## config.mk

```make
export PLATFORM = sky130hd
export DESIGN_NAME = write_bank
export DESIGN_NICKNAME = d
export VERILOG_FILES = /design/src/rtl/write_bank.sv
export SDC_FILE = /design/constraint.sdc
export NUM_CORES = 1
export LEC_CHECK = 0
export ABC_AREA = 0
export CAP_MARGIN = 20
export CORE_ASPECT_RATIO = 0.7
export CORE_MARGIN = 1
export CORE_UTILIZATION = 51
export CTS_BUF_LIST = sky130_fd_sc_hd__clkbuf_8
export CTS_CLUSTER_SIZE = 10
export DETAILED_ROUTE_END_ITERATION = 7
export PLACE_DENSITY = 0.68
export SETUP_SLACK_MARGIN = 0.2
export SYNTH_ARGS = -nofsm -noshare
export SYNTH_HDL_FRONTEND = slang
export SYNTH_SLANG_ARGS = --single-unit
```

## constraint.sdc

```tcl
create_clock -name clk -period 2.53 [get_ports clk]
set_input_delay 0.253 -clock clk [delete_from_list [all_inputs] [get_ports clk]]
set_output_delay 0.253 -clock clk [all_outputs]
set_load 0.02 [all_outputs]
```

## src/rtl/write_bank.sv

```systemverilog
// Single-bank open-page DRAM write model: a request is classified as a row hit,
// a closed-bank miss or a row conflict, then walks PRE/ACT/WR before committing.
module write_bank #(
    parameter int ROW_W  = 4,
    parameter int DATA_W = 32,
    parameter int CNT_W  = 8
) (
    input  logic              clk,
    input  logic              rstn,
    input  logic [ROW_W-1:0]  row_num,
    input  logic [DATA_W-1:0] data_in,
    input  logic              input_valid,
    input  logic              close_valid,
    output logic              ready,
    output logic              write_done,
    input  logic [ROW_W-1:0]  rd_row,
    output logic [DATA_W-1:0] rd_data,
    output logic [CNT_W-1:0]  hit_cnt,
    output logic [CNT_W-1:0]  conflict_cnt
);
    localparam int ROWS = 2 ** ROW_W;

    typedef enum logic [1:0] {IDLE, PRE, ACT, WR} state_t;

    state_t            state;
    logic [ROW_W-1:0]  open_row;
    logic              open_vld;
    logic [ROW_W-1:0]  req_row;
    logic [DATA_W-1:0] req_data;
    logic              req_pend;
    logic [DATA_W-1:0] bank [ROWS];

    logic accept;
    logic hit;
    logic conflict;

    assign ready    = (state == IDLE);
    assign rd_data  = bank[rd_row];
    assign accept   = ready && input_valid;
    assign hit      = accept && open_vld && (open_row == row_num);
    assign conflict = accept && open_vld && (open_row != row_num);

    always_ff @(posedge clk or negedge rstn) begin
        if (!rstn) begin
            state        <= IDLE;
            open_row     <= '0;
            open_vld     <= 1'b0;
            req_row      <= '0;
            req_data     <= '0;
            req_pend     <= 1'b0;
            write_done   <= 1'b0;
            hit_cnt      <= '0;
            conflict_cnt <= '0;
            for (int i = 0; i < ROWS; i++) bank[i] <= DATA_W'(i);
        end else begin
            write_done <= 1'b0;
            if (hit && (hit_cnt != '1))
                hit_cnt <= hit_cnt + CNT_W'(1);
            if (conflict && (conflict_cnt != '1))
                conflict_cnt <= conflict_cnt + CNT_W'(1);

            case (state)
                IDLE: begin
                    // A write always takes priority over an explicit precharge.
                    if (input_valid) begin
                        req_row  <= row_num;
                        req_data <= data_in;
                        req_pend <= 1'b1;
                        if (!open_vld)
                            state <= ACT;
                        else if (open_row == row_num)
                            state <= WR;
                        else
                            state <= PRE;
                    end else if (close_valid && open_vld) begin
                        req_pend <= 1'b0;
                        state    <= PRE;
                    end
                end
                PRE: begin
                    open_vld <= 1'b0;
                    state    <= req_pend ? ACT : IDLE;
                end
                ACT: begin
                    open_row <= req_row;
                    open_vld <= 1'b1;
                    state    <= WR;
                end
                WR: begin
                    // Row is left open afterwards (open-page policy).
                    bank[req_row] <= req_data;
                    write_done    <= 1'b1;
                    req_pend      <= 1'b0;
                    state         <= IDLE;
                end
                default: state <= IDLE;
            endcase
        end
    end
endmodule

```

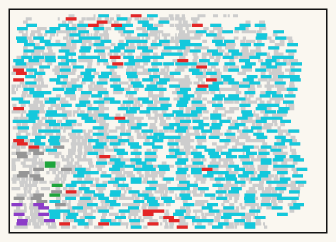
run_1/flops_by_reg.png
Other sequential cells in the stronger grey, the rest of the logic in the fainter grey.
bank -> cyan  # sequential cells 512, where spread over the die
hit_cnt -> purple  # sequential cells 8, where south-west
req_data -> red  # sequential cells 32
open_row -> green  # sequential cells 4, where south-west
not coloured = 17

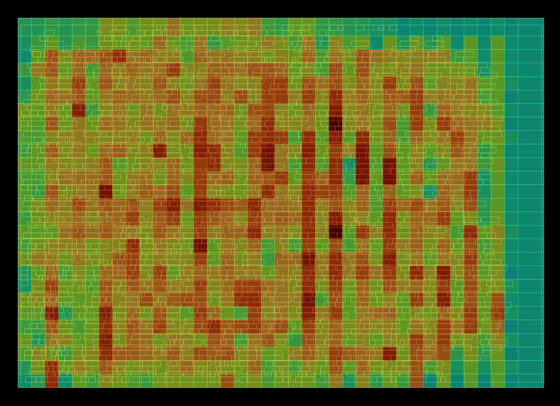
run_1/congestion.png
Global Route Usage Sum: 25.81%
Layout Utilization: 61.94%
M1 GR Usage: 38.12%

==> impl_metrics.json, run 1 <==
{
  "dieArea_um2": 50590,
  "cts_made_buffers": 88,
  "hold_viol": 0,
  "ys_area_um2": 25340,
  "clock_path_buffers": 3,
  "status": "finished clean",
  "worst_slack_ps": 178.2,
  "cts_tree": "done",
  "fin_nets": 1792,
  "root_buffer": "clkbuf_8",
  "r2r-end": "bank[388]",
  "drv_slew": 0,
  "r2r_start": "state[0]",
  "hpwl_um": 37250,
  "cp-start-kind": "register",
  "yosysCellCount": 1584,
  "cts_sinks": 573,
  "drt_first_pass_iters": 4,
  "path_clk_slew_ps": 60,
  "io_pins": 94,
  "netlist_area_um2": 25340,
  "fill_cells": 3608,
  "cp_max_fo": 2,
  "synthTopCellsByArea": "dfrtp_1 53%, mux2_2 22%, mux4_2 11%, dfstp_2 3.3%, mux2_1 2.2%"
}
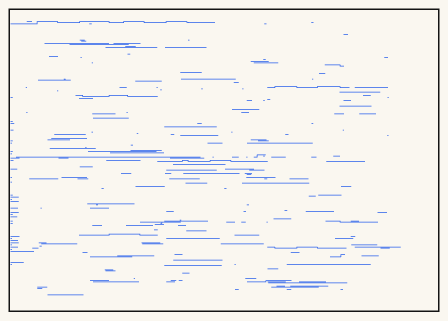
run_1/layer_met3.png
nets with wire on the layer = 120
wire length on this layer = 2770 um
routed wire length: 61600 um
via count: 14638

## run 1: flip-flops by register name, summed over array words and instances, names as in the netlist
signal	flops
bank	512
req_data	32
conflict_cnt	8
hit_cnt	8
open_row	4
req_row	4
state	2
open_vld	1
req_pend	1
write_done	1
## run 1: area by class of cell
type	instances	area (um2)	area share [%]
well taps	655	819.5	2.731
inverters	3	11.26	0.03752
flip-flops and latches	573	14380	47.91
multi-input cells	875	10760	35.85
repair buffers	201	2188	7.292
clock buffers	115	1583	5.274
clock inverters	46	272.8	0.9089
## run 1: worst max path at each step
| stage | start | slack [ps] | to |
|---|---|---|---|
| 2_1_floorplan | rd_row[0] | 620 | rd_data[11] |
| 3_3_place_gp | rd_row[0] | -80 | rd_data[29] |
| 3_5_place_dp | rd_row[0] | -80 | rd_data[4] |
| 4_1_cts | bank[52] | 120 | rd_data[20] |
| 5_1_grt | bank[356] | 100 | rd_data[4] |
| 6_report | bank[52] | 180 | rd_data[20] |
## run 1: cell usage after synthesis, types with 12 or more instances
cell,n
nand2_1,38
mux4_2,128
mux2_1,50
mux2_2,505
clkbuf_1,70
buf_2,59
xor2_1,12
dfstp_2,32
a22oi_1,64
dfrtp_1,541
nor2_1,14
## run 1: power breakdown
group | leakage, nW | switching (W) | internal [W]
Sequential | 7.40 | 0.00321 | 0.0133
Combinational | 5.25 | 0.00343 | 0.00577
Clock | 1.05 | 0.00369 | 0.00430
Total | 13.7 | 0.0103 | 0.0234
## run 1: worst max-delay path: stages (launching register included)
cell	delay, ps
dfrtp_1	390
mux4_2	470
a22oi_2	300
nand2_2	120
buf_6	150
## run 1: metal layers
metal / vias to the layer above / global-route usage [%] / share of wire [%]
met5: - / 0 / 0
met4: 0 / 8.108 / 2.4
met2: 375 / 39.28 / 47
met3: 101 / 4.352 / 4.5
met1: 7920 / 38.12 / 46
li1: 6242 / - / -
## run 1: kinds of logic (layout without fill, tap and decap cells)
logic type / count (synthesis) / count (layout) / synth area share, %
muxes: 683 / 683 / 36.04
DFF: 573 / 573 / 56.75
buffers and inverters: 136 / 365 / 2.306
and+or+nand+nor: 94 / 94 / 1.837
AOI/OAI and AO/OA: 74 / 74 / 2.153
xor gates and xnor gates: 18 / 18 / 0.6222
adders and majority gates: 6 / 6 / 0.2963
## run 1: cells in the final DEF (no fill, tap or decap), types with 12 or more instances in the layout
cell type        Yosys  layout
dfrtp_1            541     541
a22oi_2              0      47
dfstp_2             32      32
clkdlybuf4s50_1      0      57
mux4_2             128     128
buf_12               0      39
buf_4                0      76
clkinv_2             0      15
mux2_1              50      50
mux2_2             505     505
xor2_1              12      12
nand2_1             38      20
clkbuf_8             0     116
inv_1                3      26
a22oi_1             64      17
nand2_2              0      17
buf_6                0      15
## run 1: stage by stage
step                      setup TNS [ps]  std cells  power, W
after global routing                   0       2468   0.03566
after detailed placement          -377.1       2304   0.02568
after global placement            -369.6       2304   0.02512
after CTS                              0       2467   0.03385
after floorplan                        0       1584   0.02226
final                                  0       2468   0.03376
## run 1: timing repair
item	in CTS	in global routing
setup buffers	1	1
endpoints found under the setup margin	33	25
endpoints found under the hold margin	63	0
resized	205	25
hold buffers	1	0
pin swaps	29	27
gates cloned	0	0
--- run 2 (diff from run 1) ---
Settings changed: CTS_CLUSTER_DIAMETER set to 80.
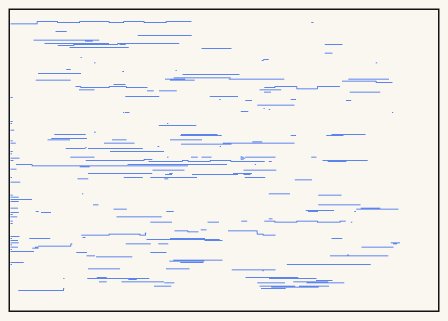
run_2/layer_met3.png
main direction = horizontal
share of all routed wire = 5.1%
nets with wire on the layer = 119
global routing met3 resource utilization: 4.482%
via count: 14482
routed wire length: 60980 um

==> run 2 against run 1 <==
Synthesized area did not move. Clock-buffer cell count fell by 46. Maximum frequency up 0.97%. Non-clock buffer count is 1 lower. Die size did not move. Sequential share of layout area rose by 1.5 points. Cell count fell by 2.3%. Register-to-register slack barely moved. Critical path depth did not move. Global-route usage down 0.26 points. Routed wire length fell by 1.0%.
==> impl_metrics.json, run 2 <==
{
  "crit_family": "multiplexers",
  "drv_slew": 0,
  "lay_top_count": "dfrtp_1",
  "root_buffer": "clkbuf_8",
  "drive_gt1_share_pct": 53.87,
  "dieArea_um2": 50590,
  "top_logic_kind": "multiplexers",
  "cp_max_fo": 2,
  "status": "finished clean",
  "cp_slowest_cell": "mux4_2",
  "drt_first_pass_iters": 5,
  "largest_reg_flops": 512,
  "mux_area_share_pct": 36.04,
  "regMostFlops": "bank",
  "io_pins": 94,
  "reg.largest.list": "bank: 512 flops, req_data: 32 flops",
  "finalPower_w": 0.03128,
  "fa_ha_area_share_pct": 0.2963,
  "syn-num-nets": 1634,
  "fin_nets": 1770,
  "hold_viol": 0,
  "path_buffers": 1,
  "overflow": 0,
  "worstPathCellList": "mux4_2 -> a22oi_2 -> nand2_2 -> buf_6",
  "yosysCellCount": 1584,
  "cp-start-kind": "register",
  "clock_path_buffers": 3,
  "ys_area_um2": 25340,
  "worst_slack_ps": 200.8,
  "hpwl_um": 37250,
  "path_clk_slew_ps": 70,
  "final_cell_mix": "541 x dfrtp_1, 505 x mux2_2, 128 x mux4_2",
  "cts_made_buffers": 67,
  "most_common_cell": "dfrtp_1",
  "synthTopCellsByCount": "541 x dfrtp_1, 505 x mux2_2, 128 x mux4_2",
  "cts_tree": "done",
  "ys_sh_aoi_pct": 2.153,
  "leakage_nw": 13.31,
  "netlist_area_um2": 25340,
  "grt_usage_pct": 25.55,
  "simple_gate_share_pct": 1.837,
  "synthTopCellsByArea": "dfrtp_1 53%, mux2_2 22%, mux4_2 11%, dfstp_2 3.3%, mux2_1 2.2%"
}
[run 2: netlist changes by cell type in the layout (fill, tap and decap cells not counted), sizes merged]
cell / before / now
clkbuf: 116 / 70
clkinv: 15 / 0
inv: 29 / 37
bufinv: 2 / 0
buf: 141 / 140
clkinvlp: 3 / 2
[run 2: logic make-up (layout without fill, tap and decap cells)]
logic type	Yosys count	in the layout
xor gates and xnor gates	18	18
adders and majority gates	6	6
AOI/OAI and AO/OA	74	74
and+or+nand+nor	94	94
buffers and inverters	136	308
DFF	573	573
muxes	683	683
[run 2: metrics by stage]
stage / cell area [um2] / setup TNS (ps) / instances / util (%) / hold slack, ps
2_1_floorplan: 25340 / 0 / 1584 / - / -42.59
3_3_place_gp: 27900 / -369.6 / 2304 / 57.59 / 348.1
3_5_place_dp: 27900 / -377.1 / 2304 / 57.59 / 356.2
4_1_cts: 29010 / 0 / 2410 / 59.87 / 169.9
5_1_grt: 29120 / 0 / 2411 / 60.10 / 199.3
6_report: 29120 / 0 / 2411 / 60.10 / 208.3
[run 2: cell type report]
| class | count | area, um2 |
|---|---|---|
| fillers | 3654 | 19330 |
| flip-flops and latches | 573 | 14380 |
| multi-input cells | 875 | 10690 |
| repair buffers | 200 | 2131 |
| clock buffers | 69 | 949.7 |
| well taps | 655 | 819.5 |
| clock inverters | 36 | 147.6 |
| inverters | 3 | 11.26 |
[run 2: layer usage]
layer	GRT usage, %	routed length [um]	vias to the layer above
met5	0	0	-
met4	6.643	1143	0
met1	38.16	28170	7901
li1	-	-	6145
met3	4.482	3089	78
met2	38.92	28570	358
[run 2: path summary, 6_finish.rpt]
check	slack, ps	start	depth (start not counted)	endpoint
setup / recovery	200	bank[52]	4	rd_data[20]
hold reg to reg	490	bank[410]	1	bank[410]
min in group clk	210	data_in[25]	2	req_data[25]
hold / removal	210	rstn	2	hit_cnt[0]
setup reg to reg	300	state[0]	5	bank[398]
max in group asynchronous	1410	rstn	3	bank[157]
[run 2: report_power, final]
part	leakage (nW)	internal, W	switching [W]
registers	7.40	0.0133	0.00321
logic	5.23	0.00566	0.00338
clock network	0.677	0.00251	0.00319
[run 2: repair_timing]
item | in CTS | in global routing
pin swaps | 10 | 14
buffers inserted | 0 | 1
endpoints found under the setup margin | 33 | 22
hold endpoints to repair | 63 | 0
resized | 167 | 29
hold buffers | 1 | 0
--- run 3 (diff from run 2) ---
Settings changed: SETUP_SLACK_MARGIN 0.2 to not set.
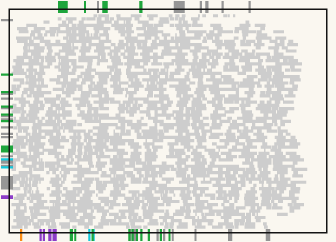
run_3/io_placement.png
Pins as bars across the die edge, other pins in grey.
hit_cnt -> purple  # pins 8, direction output, edge 6 south, 2 west
rstn -> orange  # pins 1, direction input, edge south
row_num -> cyan  # pins 4, direction input, edge 2 south, 2 west
data_in -> green  # pins 32, direction input, edge 12 north, 11 south, 9 west
count of input and output buffers: 93
die y size: 188.5 um
Die W: 268.4 um

==> run 3 against run 2 <==
Synthesized cell count is the same. Register-to-register slack barely moved. Cell count hardly changed. Worst setup slack lost 130 ps. Cell area fell by 0.37%. Clock power is essentially flat. Clock skew decreased by 2.0 ps. Clock-buffer cell count stayed put. Global-route usage barely moved. Non-clock buffer count down 1. Die size unchanged. Largest power group unchanged. Synthesized area unchanged. Largest cell class unchanged.
==> impl_metrics.json, run 3 <==
{
  "io_pins": 94,
  "path_buffers": 1,
  "comb_area_um2": 10540,
  "final_cell_mix": "541 x dfrtp_1, 505 x mux2_2, 128 x mux4_2",
  "cp-start-kind": "register",
  "finalPower_w": 0.03110,
  "comb_power_share_pct": 28.5,
  "regMostFlops": "bank",
  "yosysCellCount": 1584,
  "lay_top_count": "dfrtp_1",
  "fill_cells": 3680,
  "path_clk_slew_ps": 70,
  "syn-num-nets": 1634,
  "seqCellArea_um2": 14380,
  "reg.largest.list": "bank: 512 flops, req_data: 32 flops",
  "hpwl_um": 37250,
  "hold_viol": 0,
  "netlist_area_um2": 25340,
  "r2r-end": "bank[464]",
  "most_common_cell": "dfrtp_1",
  "regToRegSetupSlack_ps": 310,
  "p_switching_w": 0.009673,
  "postLayoutCellArea_um2": 29010,
  "drive_gt1_share_pct": 50.43,
  "critPathLaunch": "bank[261]",
  "overflow": 0,
  "ys_sh_aoi_pct": 2.153,
  "clock_path_buffers": 3,
  "status": "finished clean",
  "vias": 14409,
  "leakage_nw": 13.33,
  "top_logic_kind": "multiplexers",
  "p_int_w": 0.02143,
  "synthTopCellsByCount": "541 x dfrtp_1, 505 x mux2_2, 128 x mux4_2",
  "cts_tree": "done",
  "fin_nets": 1769
}
-- run 3: cell types whose count changed in the layout (fill, tap and decap cells not counted), sizes merged --
cell | before | now
clkdlybuf4s15 | 0 | 5
clkdlybuf4s50 | 57 | 58
clkbuf | 70 | 76
buf | 140 | 107
dlygate4sd2 | 1 | 21
-- run 3: cell families (layout without fill, tap and decap cells) --
kind of cell | Yosys count | count (layout)
AND/OR/NAND/NOR | 94 | 94
flip-flops | 573 | 573
AND-OR/OR-AND | 74 | 74
XOR/XNOR | 18 | 18
buffers and inverters | 136 | 307
multiplexers | 683 | 683
adder cells (fa/ha/maj) | 6 | 6
-- run 3: power groups by stage --
stage | clock network [W] | registers (W) | logic, W
4_1_cts | 0.00588 | 0.0165 | 0.00895
3_5_place_dp | 0 | 0.0166 | 0.00906
2_1_floorplan | 0 | 0.0150 | 0.00725
5_1_grt | 0.00625 | 0.0172 | 0.00956
3_3_place_gp | 0 | 0.0164 | 0.00873
6_report | 0.00570 | 0.0165 | 0.00887
-- run 3: metrics by stage --
stage,hold WS [ps],instances
6_report,211.1,2410
5_1_grt,199.3,2410
4_1_cts,169.9,2410
3_5_place_dp,356.2,2304
3_3_place_gp,348.1,2304
2_1_floorplan,-42.59,1584
-- run 3: timing repair --
action                                  in CTS  in global routing
resized                                     44                 18
hold endpoints to repair                    63                  0
endpoints found under the setup margin      32                 16
hold buffers                                 1                  0
pin swaps                                    3                  1
-- run 3: metal layers --
metal	up-vias	wire length, um	track usage, %
met5	-	0	0
met2	334	28370	38.93
met3	74	3018	4.561
met1	7857	28410	38.10
met4	0	1128	6.512
li1	6144	-	-
-- run 3: worst register-to-register path: cells and delay by family (launching register included) --
family / cells / cell delay [ps]
adders and majority gates: 1 / 300
buffers and inverters: 1 / 600
DFF: 1 / 420
muxes: 1 / 480
and+or+nand+nor: 2 / 310
-- run 3: final cells by class --
| cell class | instances | area share (%) |
|---|---|---|
| repair buffers | 199 | 7.486 |
| inverters | 3 | 0.03881 |
| clock inverters | 36 | 0.5089 |
| well taps | 655 | 2.825 |
| clock buffers | 69 | 3.273 |
| flip-flops and latches | 573 | 49.56 |
| multi-input cells | 875 | 36.31 |
-- run 3: how the worst max path moves through the flow --
stage | to | slack [ps] | depth (start not counted)
after floorplan | rd_data[11] | 620 | 5
after CTS | rd_data[13] | 5 | 4
after detailed placement | rd_data[4] | -80 | 6
final | rd_data[5] | 70 | 4
after global routing | rd_data[5] | 1 | 4
after global placement | rd_data[29] | -80 | 7
Power and IR drop assume default switching activity.
